==> run_1/layer_met2.png <==
Cells faint in the background.
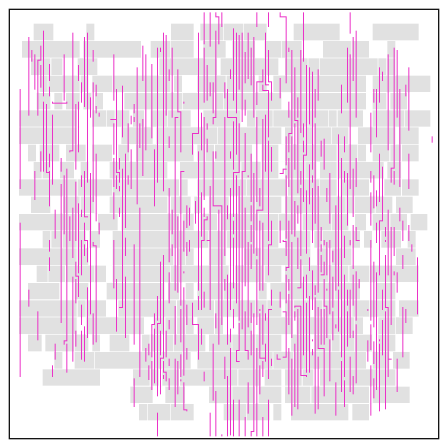
==> run_1/congestion.png <==
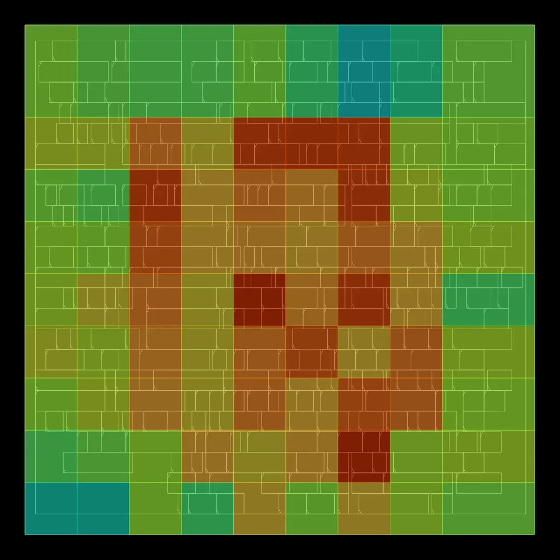
==> run_1/flops_by_reg.png <==
Other sequential cells in the stronger gray, the rest of the logic in the fainter gray.
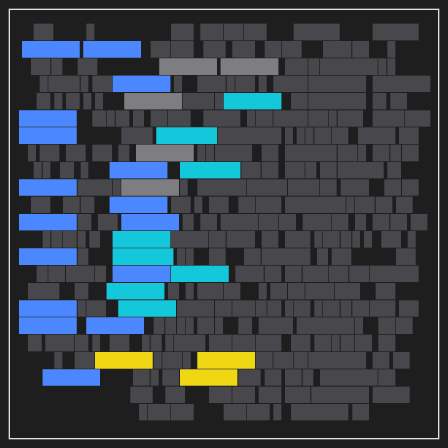
==> run_1/layer_met1.png <==
Supply wires on this layer in gray. Cells faint in the background.
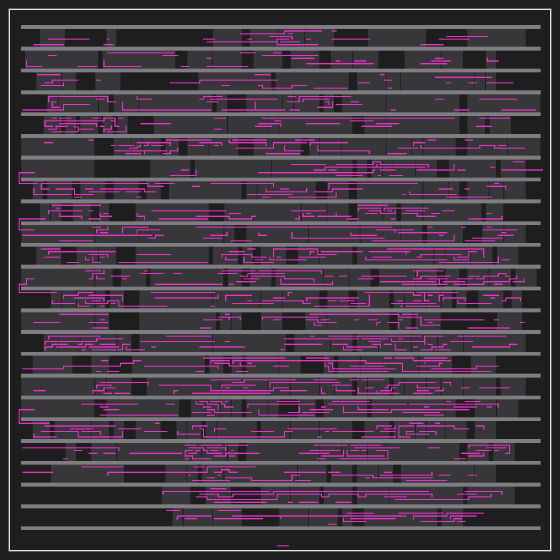
`src/rtl/tank_level_emulator_if.sv`:
```
// Valve-command and level-sensor bundle between the irrigation controller (master)
// and the tank plant model (slave).
interface tank_level_emulator_if #(
  parameter int LEVEL_W = 8
);
  logic               Ve;
  logic               Vs;
  logic               Bs;
  logic [1:0]         fault_sel;
  logic               H;
  logic               M;
  logic               L;
  logic [LEVEL_W-1:0] level;
  logic               tick;
  logic               overflow;
  logic               dry;
  logic [1:0]         phase;

  modport master (
    output Ve, Vs, Bs, fault_sel,
    input  H, M, L, level, tick, overflow, dry, phase
  );

  modport slave (
    input  Ve, Vs, Bs, fault_sel,
    output H, M, L, level, tick, overflow, dry, phase
  );
endinterface

```
`src/rtl/tank_level_emulator.sv`:
```
// Irrigation tank plant model: integrates valve flows on a prescaled tick and thresholds
// the volume into H/M/L sensors with fault injection. Optional macro: SENSOR_DEBOUNCE_EN.
module tank_level_emulator #(
  parameter int LEVEL_W    = 8,
  parameter int CAP        = 200,
  parameter int INIT_LEVEL = 50,
  parameter int L_TH       = 20,
  parameter int M_TH       = 100,
  parameter int H_TH       = 180,
  parameter int FILL_RATE  = 4,
  parameter int DRIP_RATE  = 1,
  parameter int SPRAY_RATE = 3,
  parameter int TICK_DIV   = 50000
) (
  input logic                  clk,
  input logic                  rst,
  tank_level_emulator_if.slave bus
);
  localparam int CW = $clog2(TICK_DIV);
  localparam int NW = LEVEL_W + 2;
  localparam logic signed [NW-1:0] FILL_S  = NW'(FILL_RATE);
  localparam logic signed [NW-1:0] DRIP_S  = NW'(DRIP_RATE);
  localparam logic signed [NW-1:0] SPRAY_S = NW'(SPRAY_RATE);
  localparam logic signed [NW-1:0] CAP_S   = NW'(CAP);

  typedef enum logic [1:0] {
    PH_IDLE     = 2'b00,
    PH_FILLING  = 2'b01,
    PH_DRAINING = 2'b10,
    PH_FULL     = 2'b11
  } phase_e;

  logic [CW-1:0]      cnt_q, cnt_d;
  logic               tick_q, tick_d;
  logic [LEVEL_W-1:0] level_q, level_d;
  logic               ovf_q, ovf_d, dry_q, dry_d;
  phase_e             phase_q, phase_d;
  logic [2:0]         sens_q, sens_d;   // {H, M, L}
  logic [2:0]         raw, deb;
  logic signed [NW-1:0] delta, next_vol;

  // NOTE: every always_comb output gets a default first so no path leaves it unassigned (no latch).
  always_comb begin
    tick_d = (cnt_q == CW'(TICK_DIV - 1));
    cnt_d  = tick_d ? '0 : cnt_q + CW'(1);

    delta = '0;
    if (bus.Ve) delta = delta + FILL_S;
    if (bus.Vs) delta = delta - DRIP_S;
    if (bus.Bs) delta = delta - SPRAY_S;
    next_vol = $signed({2'b00, level_q}) + delta;

    level_d = level_q;
    ovf_d   = ovf_q;
    dry_d   = dry_q;
    phase_d = phase_q;
    if (tick_q) begin
      if (next_vol > CAP_S) begin
        level_d = LEVEL_W'(CAP);
        if (bus.Ve) ovf_d = 1'b1;
      end else if (next_vol[NW-1]) begin
        level_d = '0;
        if (bus.Vs || bus.Bs) dry_d = 1'b1;
      end else begin
        level_d = next_vol[LEVEL_W-1:0];
      end

      // Phase reflects the post-saturation level, then the sign of the requested flow.
      if (level_d == LEVEL_W'(CAP))  phase_d = PH_FULL;
      else if (delta[NW-1])          phase_d = PH_DRAINING;
      else if (delta != '0)          phase_d = PH_FILLING;
      else                           phase_d = PH_IDLE;
    end
  end

  assign raw = {level_q >= LEVEL_W'(H_TH), level_q >= LEVEL_W'(M_TH), level_q >= LEVEL_W'(L_TH)};

`ifdef SENSOR_DEBOUNCE_EN
  logic [2:0]      stab_q, stab_d;
  logic [2:0][1:0] dcnt_q, dcnt_d;

  // A raw value must disagree with the stable value on three consecutive ticks to be adopted.
  always_comb begin
    stab_d = stab_q;
    dcnt_d = dcnt_q;
    for (int k = 0; k < 3; k++) begin
      if (raw[k] == stab_q[k]) begin
        dcnt_d[k] = '0;
      end else if (tick_q) begin
        if (dcnt_q[k] == 2'd2) begin
          stab_d[k] = raw[k];
          dcnt_d[k] = '0;
        end else begin
          dcnt_d[k] = dcnt_q[k] + 2'd1;
        end
      end
    end
  end

  always_ff @(posedge clk or posedge rst) begin
    if (rst) begin
      stab_q <= '0;
      dcnt_q <= '0;
    end else begin
      stab_q <= stab_d;
      dcnt_q <= dcnt_d;
    end
  end

  assign deb = stab_d;
`else
  assign deb = raw;
`endif

  // Fault overrides act after thresholding and do not wait for a tick.
  always_comb begin
    sens_d    = deb;
    sens_d[2] = deb[2] | (bus.fault_sel == 2'b11);
    sens_d[1] = deb[1] & (bus.fault_sel != 2'b01);
    sens_d[0] = deb[0] & (bus.fault_sel != 2'b10);
  end

  // NOTE: sequential state uses non-blocking assignments so every flop samples pre-edge values.
  always_ff @(posedge clk or posedge rst) begin
    if (rst) begin
      cnt_q   <= '0;
      tick_q  <= 1'b0;
      level_q <= LEVEL_W'(INIT_LEVEL);
      ovf_q   <= 1'b0;
      dry_q   <= 1'b0;
      phase_q <= PH_IDLE;
      sens_q  <= '0;
    end else begin
      cnt_q   <= cnt_d;
      tick_q  <= tick_d;
      level_q <= level_d;
      ovf_q   <= ovf_d;
      dry_q   <= dry_d;
      phase_q <= phase_d;
      sens_q  <= sens_d;
    end
  end

  assign bus.level    = level_q;
  assign bus.tick     = tick_q;
  assign bus.overflow = ovf_q;
  assign bus.dry      = dry_q;
  assign bus.phase    = phase_q;
  assign bus.H        = sens_q[2];
  assign bus.M        = sens_q[1];
  assign bus.L        = sens_q[0];
endmodule
```
`src/flat_wrapper.sv`:
```
// flat-port wrapper written by rule: the top's interface ports become plain ports
module tank_level_emulator_flat 
#(
  parameter int LEVEL_W    = 8,
  parameter int CAP        = 200,
  parameter int INIT_LEVEL = 50,
  parameter int L_TH       = 20,
  parameter int M_TH       = 100,
  parameter int H_TH       = 180,
  parameter int FILL_RATE  = 4,
  parameter int DRIP_RATE  = 1,
  parameter int SPRAY_RATE = 3,
  parameter int TICK_DIV   = 50000
)
  (clk, rst, bus_Ve, bus_Vs, bus_Bs, bus_fault_sel, bus_H, bus_M, bus_L, bus_level, bus_tick, bus_overflow, bus_dry, bus_phase);
  tank_level_emulator_if #(.LEVEL_W(LEVEL_W)) bus_i ();
  input logic clk;
  input logic rst;
  input wire logic [$bits(bus_i.Ve)-1:0] bus_Ve;
  input wire logic [$bits(bus_i.Vs)-1:0] bus_Vs;
  input wire logic [$bits(bus_i.Bs)-1:0] bus_Bs;
  input wire logic [$bits(bus_i.fault_sel)-1:0] bus_fault_sel;
  output wire logic [$bits(bus_i.H)-1:0] bus_H;
  output wire logic [$bits(bus_i.M)-1:0] bus_M;
  output wire logic [$bits(bus_i.L)-1:0] bus_L;
  output wire logic [$bits(bus_i.level)-1:0] bus_level;
  output wire logic [$bits(bus_i.tick)-1:0] bus_tick;
  output wire logic [$bits(bus_i.overflow)-1:0] bus_overflow;
  output wire logic [$bits(bus_i.dry)-1:0] bus_dry;
  output wire logic [$bits(bus_i.phase)-1:0] bus_phase;
  assign bus_i.Ve = bus_Ve;
  assign bus_i.Vs = bus_Vs;
  assign bus_i.Bs = bus_Bs;
  assign bus_i.fault_sel = bus_fault_sel;
  assign bus_H = bus_i.H;
  assign bus_M = bus_i.M;
  assign bus_L = bus_i.L;
  assign bus_level = bus_i.level;
  assign bus_tick = bus_i.tick;
  assign bus_overflow = bus_i.overflow;
  assign bus_dry = bus_i.dry;
  assign bus_phase = bus_i.phase;
  tank_level_emulator #(.LEVEL_W(LEVEL_W), .CAP(CAP), .INIT_LEVEL(INIT_LEVEL), .L_TH(L_TH), .M_TH(M_TH), .H_TH(H_TH), .FILL_RATE(FILL_RATE), .DRIP_RATE(DRIP_RATE), .SPRAY_RATE(SPRAY_RATE), .TICK_DIV(TICK_DIV)) u_core (.clk(clk), .rst(rst), .bus(bus_i));
endmodule
```
`config.mk`:
```
export PLATFORM = sky130hd
export DESIGN_NAME = tank_level_emulator_flat
export DESIGN_NICKNAME = d
export VERILOG_FILES = /design/src/rtl/tank_level_emulator_if.sv /design/src/rtl/tank_level_emulator.sv /design/src/flat_wrapper.sv
export SDC_FILE = /design/constraint.sdc
export NUM_CORES = 1
export LEC_CHECK = 0
export CAP_MARGIN = 20
export CORE_UTILIZATION = 50
export CTS_CLUSTER_SIZE = 8
export DETAILED_ROUTE_END_ITERATION = 16
export GPL_ROUTABILITY_DRIVEN = 0
export PLACE_DENSITY_LB_ADDON = 0.15
export SKIP_LAST_GASP = 1
export SLEW_MARGIN = 5
export SYNTH_ARGS = -nofsm -noshare
export SYNTH_HDL_FRONTEND = slang
export SYNTH_SLANG_ARGS = --single-unit
```
`constraint.sdc`:
```
create_clock -name clk -period 2.9 [get_ports clk]
set_clock_uncertainty 0.2 [all_clocks]
set_input_delay 0.435 -clock clk [delete_from_list [all_inputs] [get_ports clk]]
set_output_delay 0.435 -clock clk [all_outputs]
set_load 0.05 [all_outputs]
```
==> results.txt, run 1 <==
Main metrics from the flow reports.

Sorting the synthesized cells by area gives the leading types as sky130_fd_sc_hd__dfrtp_1 34%, sky130_fd_sc_hd__ha_1 9.4%, sky130_fd_sc_hd__dfstp_2 3.7%. The most numerous cell type found on the critical path is sky130_fd_sc_hd__ha_4. The fraction of the mapped netlist area in simple logic gates is 17.61%.

The synthesized flop and latch total is 32. The die covers 4542 um2. The register area share after synthesis is 37.62%. The buffer cell driving the clock tree root is sky130_fd_sc_hd__clkbuf_8.

The starting utilization of the core area came out at 52.70%. The number of remaining DRC errors is 0. Note, the detailed placer reported a final HPWL of 3817 um. The critical path starts at bus_Vs. The critical path's largest stage delay is 430 ps. The flow ran to the end, but the final reports show violations. The worst setup path is of the in2reg kind. The maximum ir drop on the vdd rail came out at 386.0 uV.

For reference, the clock transition at the flip-flops on the worst setup and hold paths is 60 ps. The sequential standard cell area came out at 804.5 um2. Yosys reports a chip area of 2138 um2. Looking at the hold checks, the worst path lands on u_core.cnt_q[0]$_DFF_PP0_. In the final layout, the share of cells above drive strength 1 is 35.81%. The via count of the first global-routing pass is 1890. The count of buffers inserted at the top-level ports came out at 22.

The number of buffers inserted during clock tree synthesis is 5. The starting DRC count in detailed routing is 133. Data arrives at the worst endpoint at 3000 ps. For the worst min-delay path, the startpoint reported by OpenROAD is u_core.cnt_q[0]$_DFF_PP0_. The main logic family after synthesis is AND-OR/OR-AND gates.

The tally of yosys warning messages came out at 0. The highest layer touched by signal routing is met4. The number of placed instances with taps included is 326. The report lists the number of standard-cell rows as 23.

The startpoint identified for the worst register-to-register timing path is u_core.bus.level[1]$_DFFE_PP1P_. The library cell used most frequently in the layout, excluding fill and tap cells, is sky130_fd_sc_hd__buf_4. The number of cells traversed by the worst register-to-register path is 8.

The number of enable-type register cells in the synthesized netlist is 0. The final timing report lists a hold violation count of 0. The most frequently used library cell after synthesis is sky130_fd_sc_hd__dfrtp_1. The first-pass GRT wire length came out at 8321 um.

The number of inserted diodes is 0. The placeable core region is 4058 um2. The worst setup slack before clock tree synthesis is -824.1 ps.

CTS reports a maximum clock tree buffer depth of 2. The data required time at the worst endpoint came out at 2870 ps. The worst max-slew margin expressed relative to the limit is 63.38%. The family with the most delay on the worst path is AND-OR/OR-AND gates. For this block, the routed nets add up to 5658 um of wire.

The worst setup path is launched from an input pin. The switching share of total power came out at 33.40%. The cell total in the yosys stat output is 222.

For reference, the critical path cell chain is buf_12 > inv_8 > ha_4 > inv_4 > ha_4 > a21oi_4 > clkinv_4 > ha_4 > a21o_1 > buf_6 > a221o_2 > xnor2_4 > inv_2 > a41o_1. The final timing report counts setup violations totalling 12. The number of antenna violations at the first check in global routing is 0. The number of cells upsized or downsized after cts came out at 26.

Per report_power, the top consumer among the power groups is combinational logic. The post-route setup TNS came out at -1212 ps. Post-route period utilization is reported as 104.7%. The final reports fail on negative setup slack. The post-placement cell area is 2820 um2. The final core utilization is 78.17%. The final layout net count came out at 320. After layout, the worst setup slack is -135.5 ps. The vertical die size came out at 67.40 um.
Notes on layer_met2.png above:
nets with wire on the layer: 286
share of all routed wire: 54%

Notes on congestion.png above:
met1 layer usage reported by global route: 30.24%
wire per inst: 16.35 um
most heavily used metal layer in global routing: met2

Notes on flops_by_reg.png above:
legend:
  blue:
    signal: u_core.cnt_q
    flops: 16
  yellow:
    signal: u_core.sens_q
    flops: 3
  cyan:
    signal: u_core.bus.level
    flops: 8
not colored: 5

Notes on layer_met1.png above:
main direction: horizontal
wire length on this layer: 2310 um
longest straight run: 24.4 um
share of all routed wire: 41%
nets with wire on the layer: 300

==> run 1: registers in the layout, indices dropped and copies added (netlist names) <==
register,count
u_core.bus.tick,1
u_core.bus.overflow,1
u_core.sens_q,3
u_core.bus.level,8
u_core.cnt_q,16
u_core.bus.phase,2
u_core.bus.dry,1
==> run 1: logic make-up after synthesis <==
group | count (synthesis)
simple gates | 72
compound gates | 57
buf+inv | 26
flops | 32
xor+xnor | 18
fa+ha+maj | 17
==> run 1: cell type report <==
class | count | area share [%]
repair buffers | 71 | 19.68
clock buffers | 6 | 2.288
well taps | 50 | 1.972
clock inverters | 1 | 0.1578
multi-input cells | 164 | 46.86
inverters | 22 | 3.669
flip-flops and latches | 32 | 25.36
## Run 2: what changed since run 1
Settings changed: SKIP_CTS_REPAIR_TIMING set to 1.
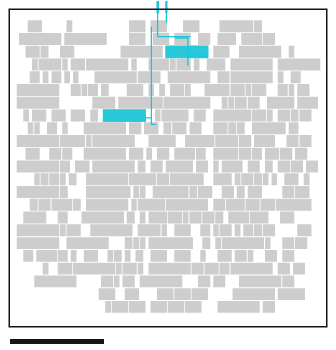
(run_2/io_fan.png)
Bar = 20 um.
legend:
  cyan:
    port: bus_phase
    direction: output
    end_cells: 2
    wire: 50.1 um

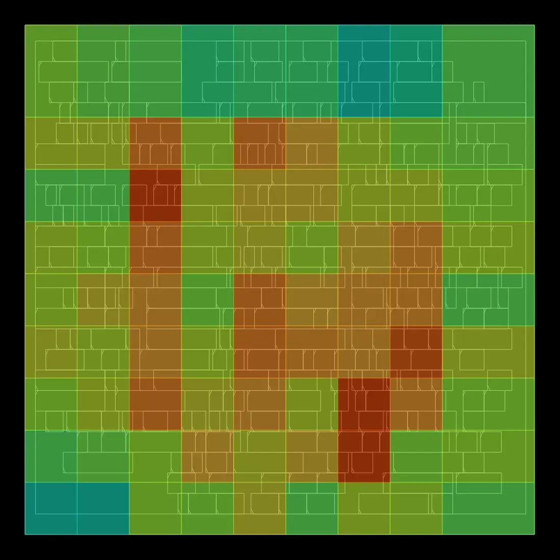
(run_2/congestion.png)
met2 usage in global routing: 42.13%
wire per inst: 14.58 um
met1 layer usage reported by global route: 30.13%
total routing usage reported by global routing: 23.94%
Util after Layout: 74.34%

==> run 2 against run 1 <==
The flow still finishes with violations (negative setup slack). Via count decreased by 6.4%. Global-route usage decreased by 0.94 points. Non-clock buffer count decreased by 11. Synthesized area unchanged. Maximum frequency decreased by 2.5%. Register-to-register slack improved by 30 ps. Critical path type unchanged. Highest routed layer unchanged.
==> results.txt, run 2 <==
Main metrics from the flow reports.

The internal cell power is 0.0008463 W. In the setup report, the worst path falls into the class in2reg. The clock-pin slew on the worst setup and hold paths is 60 ps. The area fraction of the dominant cell type after synthesis came out at 33.94%. The number of inserted diodes came out at 0. The sequential standard cell area came out at 804.5 um2.

Ranking logic cells in the layout by count gives the top entries 36 x sky130_fd_sc_hd__buf_4, 29 x sky130_fd_sc_hd__dfrtp_1, 20 x sky130_fd_sc_hd__nand2_1. The cell total in the yosys stat output came out at 222. The kind of cell with the highest combined delay along the critical path is AND-OR/OR-AND gates. The starting DRC count in detailed routing came out at 82. The total setup violations reported at the end of the flow came out at 12.

In this run the vertical extent of the chip is 67.40 um. The leading cell category by total area is logic gates. CTS placed an instance of sky130_fd_sc_hd__clkbuf_8 at the clock tree root.

The total of max-cap violations is 0. The fraction of area in registers came out at 26.67%. According to the floorplan report, the placeable core area is 4058 um2. In this run, the synthesized area fraction spent on adder and majority cells is recorded as 10.30%. Per the timing report, the most critical flop-to-flop path originates at u_core.bus.level[1]$_DFFE_PP1P_. The data-path buffer share of cell area in the final layout is 16.96%. The cell count of the worst hold path came out at 1. The final reports fail on negative setup slack.

The number of remaining DRC errors is 0. For hold timing, the worst endpoint is u_core.cnt_q[0]$_DFF_PP0_. The maximum ir drop on the vdd rail came out at 458.7 uV.

Warnings reported by Yosys during synthesis add up to 0. The switching share of total power is 32.94%. The layout summary lists the proportion of cells stronger than drive strength 1 as 31.93%. The multi-input logic portion of the cell area came out at 48.03%. After synthesis, the largest family of logic cells by area is AND-OR/OR-AND gates.

The run finished, with violations left. The data arrival time of the critical path is 3070 ps. The area of the chip is 4542 um2. The critical path's largest stage delay is 450 ps.

The layout contains a multi-input combinational cell count of 164. The number of cells traversed by the worst register-to-register path is 8. The data required time at the worst endpoint is 2860 ps. The beginning of the worst hold path is u_core.cnt_q[0]$_DFF_PP0_. The final layout net count came out at 309. The total routed wirelength came out at 4885 um.

Among logic cells in the layout, the one with the most instances is sky130_fd_sc_hd__buf_4. Of the available clock period, the critical path in the final layout requires 107.3%. The chip area line of the yosys report came out at 2138 um2. The synthesized flop and latch total is 32. The number of flip-flops under the largest register name is 16. The register with the most flip-flops in the final layout is u_core.cnt_q. The starting utilization of the core area is 52.70%. The most heavily used metal layer in global routing is met2. The via count of the first global-routing pass is 1800. The timing report shows the most common cell along the critical path to be sky130_fd_sc_hd__ha_4. In the post-synthesis netlist, the biggest area contributors are sky130_fd_sc_hd__dfrtp_1 34%, sky130_fd_sc_hd__ha_1 9.4%, sky130_fd_sc_hd__dfstp_2 3.7%. The number of placement rows is 23. The final layout reports a setup TNS of -1665 ps. The register area share after synthesis came out at 37.62%. The share of final layout cell area taken by clock buffers and inverters came out at 2.572%. The layout clock buffer count is 6. The library cell with the highest instance count after synthesis is sky130_fd_sc_hd__dfrtp_1. The design has 32 sequential cells. The number of enable-type register cells in the synthesized netlist is 0. The fraction of the mapped netlist area in simple logic gates came out at 17.61%. Per STA, the worst path is made up of buf_6 > buf_6 > inv_16 > ha_4 > inv_4 > ha_4 > a21oi_4 > clkinv_4 > ha_4 > a21o_1 > a31o_1 > or4_4 > nand3_4 > o21ai_4 > o31a_1.

The worst max-slew margin expressed relative to the limit came out at 65.23%. The longest clock path from root to sink contains 2 buffers. The number of antenna violations at the first check in global routing came to 0. The hold violation total from the final report is 0. The worst setup path is launched from an input pin. The first-pass GRT wire length is 8010 um. For reference, the critical path is launched at bus_Ve.

The smallest setup slack after layout came out at -212.8 ps. Per the placement log, port buffering inserted 22 buffers. The post-synthesis net count came out at 246. Summing over every cut layer, the via total after detailed routing is 1819.

The number of buffers inserted during clock tree synthesis came out at 5. The tap cell instance count is 50. The number of non-clock inverters in the layout came out at 22. The number of signal-net buffers in the layout is 60. Signal nets in the final route climb as high as met4. Note, the detailed placer reported a final HPWL of 3817 um. The number of max-slew violations in the final report came out at 0.
## run 2: power by group through the flow
stage	clock network, W	registers [W]	logic (W)
2_1_floorplan	0	0.000476	0.000276
3_3_place_gp	0	0.000464	0.000446
3_5_place_dp	0	0.000463	0.000447
4_1_cts	0.000322	0.000455	0.000451
5_1_grt	0.000336	0.000457	0.000535
6_report	0.000311	0.000457	0.000494
## run 2: through the flow
stage	instances	cell area [um2]	total power (W)	worst slack (ps)	hold slack [ps]
CTS	333	2898	0.001228	-537.1	257.9
floorplan	222	2297	0.0007520	-79.25	225.1
finish	335	3017	0.001262	-212.8	253.2
global route	335	3017	0.001327	-309.5	295.3
global placement	326	2820	0.0009100	-794.5	245.7
detailed placement	326	2820	0.0009099	-824.1	249.7
## Run 3: what changed since run 2
Settings changed: MAX_ROUTING_LAYER set to met4.
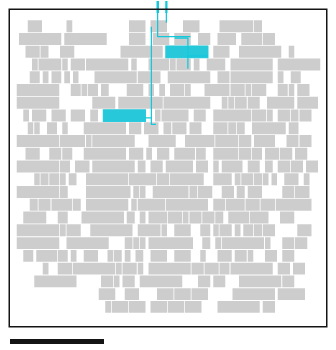
(run_3/io_fan.png)
Bar = 20 um.
legend:
  cyan:
    port: bus_phase
    direction: output
    end_cells: 2
    wire: 50.8 um

==> run 3 against run 2 <==
The run still ends with negative setup slack left. Synthesized cell count unchanged. Critical path depth unchanged. Clock power is essentially flat. Final cell count is the same. Combinational power is essentially flat. Flip-flop count is the same. Critical path type unchanged. Highest routed layer unchanged.
==> results.txt, run 3 <==
Main metrics from the flow reports.

The number of placement rows came out at 23. Sequential cells consume a total of 0.000457 W. The clock-pin slew on the worst setup and hold paths is 60 ps. In this run the biggest area consumer among cell types represents 33.94% of the synthesized area. The maximum ir drop on the vdd rail is 458.6 uV. The fraction of met1 tracks used by global routing came out at 30.13%. The number of signal-net buffers in the layout is 60.

The tally of yosys warning messages is 0. At floorplan, the net count of the design was reported as 246. The post-route cell area is 3017 um2. The worst setup slack before clock tree synthesis came out at -824.1 ps. In the final layout, flip-flops and latches take up 26.67% of the cell area. The wire length per cell after detailed routing came out at 14.58 um. The number of enable-type register cells in the synthesized netlist came out at 0. According to the Yosys statistics, the synthesized design has a chip area of 2138 um2.

The buffer cell driving the clock tree root is sky130_fd_sc_hd__clkbuf_8. The sequential standard cell area came out at 804.5 um2. The count of buffers added on input and output ports is 22. The via count of the first global-routing pass came out at 1801.

The most common cell in the synthesized netlist is sky130_fd_sc_hd__dfrtp_1. The number of cells traversed by the worst register-to-register path came out at 8. The post-detailed-placement half-perimeter wirelength is 3817 um. By area, the class that comes first in the final layout consists of logic gates. The area of the chip is 4542 um2. The number of non-clock inverters in the layout came out at 22. The via count is 1817. The layout clock buffer count came out at 6. After floorplanning, the core was sized to cover 4058 um2.

The floorplan step records an initial core utilization of 52.70%. The startpoint identified for the worst hold timing path is u_core.cnt_q[0]$_DFF_PP0_. The fraction of the mapped netlist area in simple logic gates is 17.61%. The global routing usage summed across all routing layers came out at 24.65%.

The number of buffers inserted during clock tree synthesis is 5. The first-pass GRT wire length is 8010 um. For hold timing, the worst endpoint is u_core.cnt_q[0]$_DFF_PP0_. The top cell type in the final layout, fill and taps aside, is sky130_fd_sc_hd__buf_4. The post-route fraction of the period consumed by the critical path is 107.4%.

The post-route setup TNS came out at -1670 ps. The hold violation total from the final report is 0. By instance count after routing, the leading logic cell types are 36 x sky130_fd_sc_hd__buf_4, 29 x sky130_fd_sc_hd__dfrtp_1, 20 x sky130_fd_sc_hd__nand2_1. The total combinational power came out at 0.000494 W. The number of antenna violations at the first check in global routing came out at 0.

The most critical setup path has its startpoint at bus_Ve. The power drawn by the clock network came out at 0.000311 W. The design received a total of 50 well taps at floorplan. The switching share of total power is 32.92%. The internal cell power came out at 0.0008463 W. The multi-input logic portion of the cell area came out at 48.03%. The main logic family after synthesis is AND-OR/OR-AND gates. The final core utilization is 74.34%. The main area contributors are sky130_fd_sc_hd__dfrtp_1 34%, sky130_fd_sc_hd__ha_1 9.4%, sky130_fd_sc_hd__dfstp_2 3.7%. After the flow finishes, the layout carries non-filler instances totaling 335. Of all the cell area in the finished design, the clock network holds 2.572%.

On met2, the global router reports a usage of 42.13%. The post-placement cell area is 2820 um2. The multi-input combinational cell count is 164. The total setup violations reported at the end of the flow came out at 12. The number of flip-flops under the largest register name is 16.

The smallest setup slack after layout came out at -213.3 ps. Buffers outside the clock tree occupy 16.96% of the routed design's cell area. The number of buffers on the longest clock path came out at 2. The number of inserted diodes is 0. The cell total in the yosys stat output is 222. The cell count of the worst hold path is 1. The synthesized flop and latch total is 32. The run finished, with violations left. The final reports fail on negative setup slack.

The data required time at the worst endpoint came out at 2860 ps. According to the finish report, the design has a final net count of 309. The number of remaining DRC errors came out at 0. The global routing stage identified its most utilized layer as met2. Per the OpenROAD floorplan log, the height of the die is 67.40 um. The data arrival time of the critical path is 3070 ps.

The number of placed instances with taps included came out at 326.
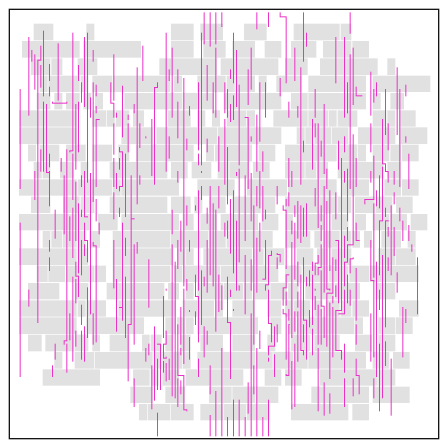
(run_3/layer_met2.png)
Cells faint in the background.
wire length on this layer: 2510 um
share of all routed wire: 51%

==> run 3: critical path, cell delays in order <==
cell and delay (ps):
sky130_fd_sc_hd__buf_6 90, sky130_fd_sc_hd__buf_6 130, sky130_fd_sc_hd__inv_16 50, sky130_fd_sc_hd__ha_4 140, sky130_fd_sc_hd__inv_4 30, sky130_fd_sc_hd__ha_4 230
sky130_fd_sc_hd__a21oi_4 180, sky130_fd_sc_hd__clkinv_4 140, sky130_fd_sc_hd__ha_4 270, sky130_fd_sc_hd__a21o_1 190, sky130_fd_sc_hd__a31o_1 220, sky130_fd_sc_hd__or4_4 450
sky130_fd_sc_hd__nand3_4 110, sky130_fd_sc_hd__o21ai_4 110, sky130_fd_sc_hd__o31a_1 290
Power figures rest on the tool's default switching activity, not on a simulated workload.
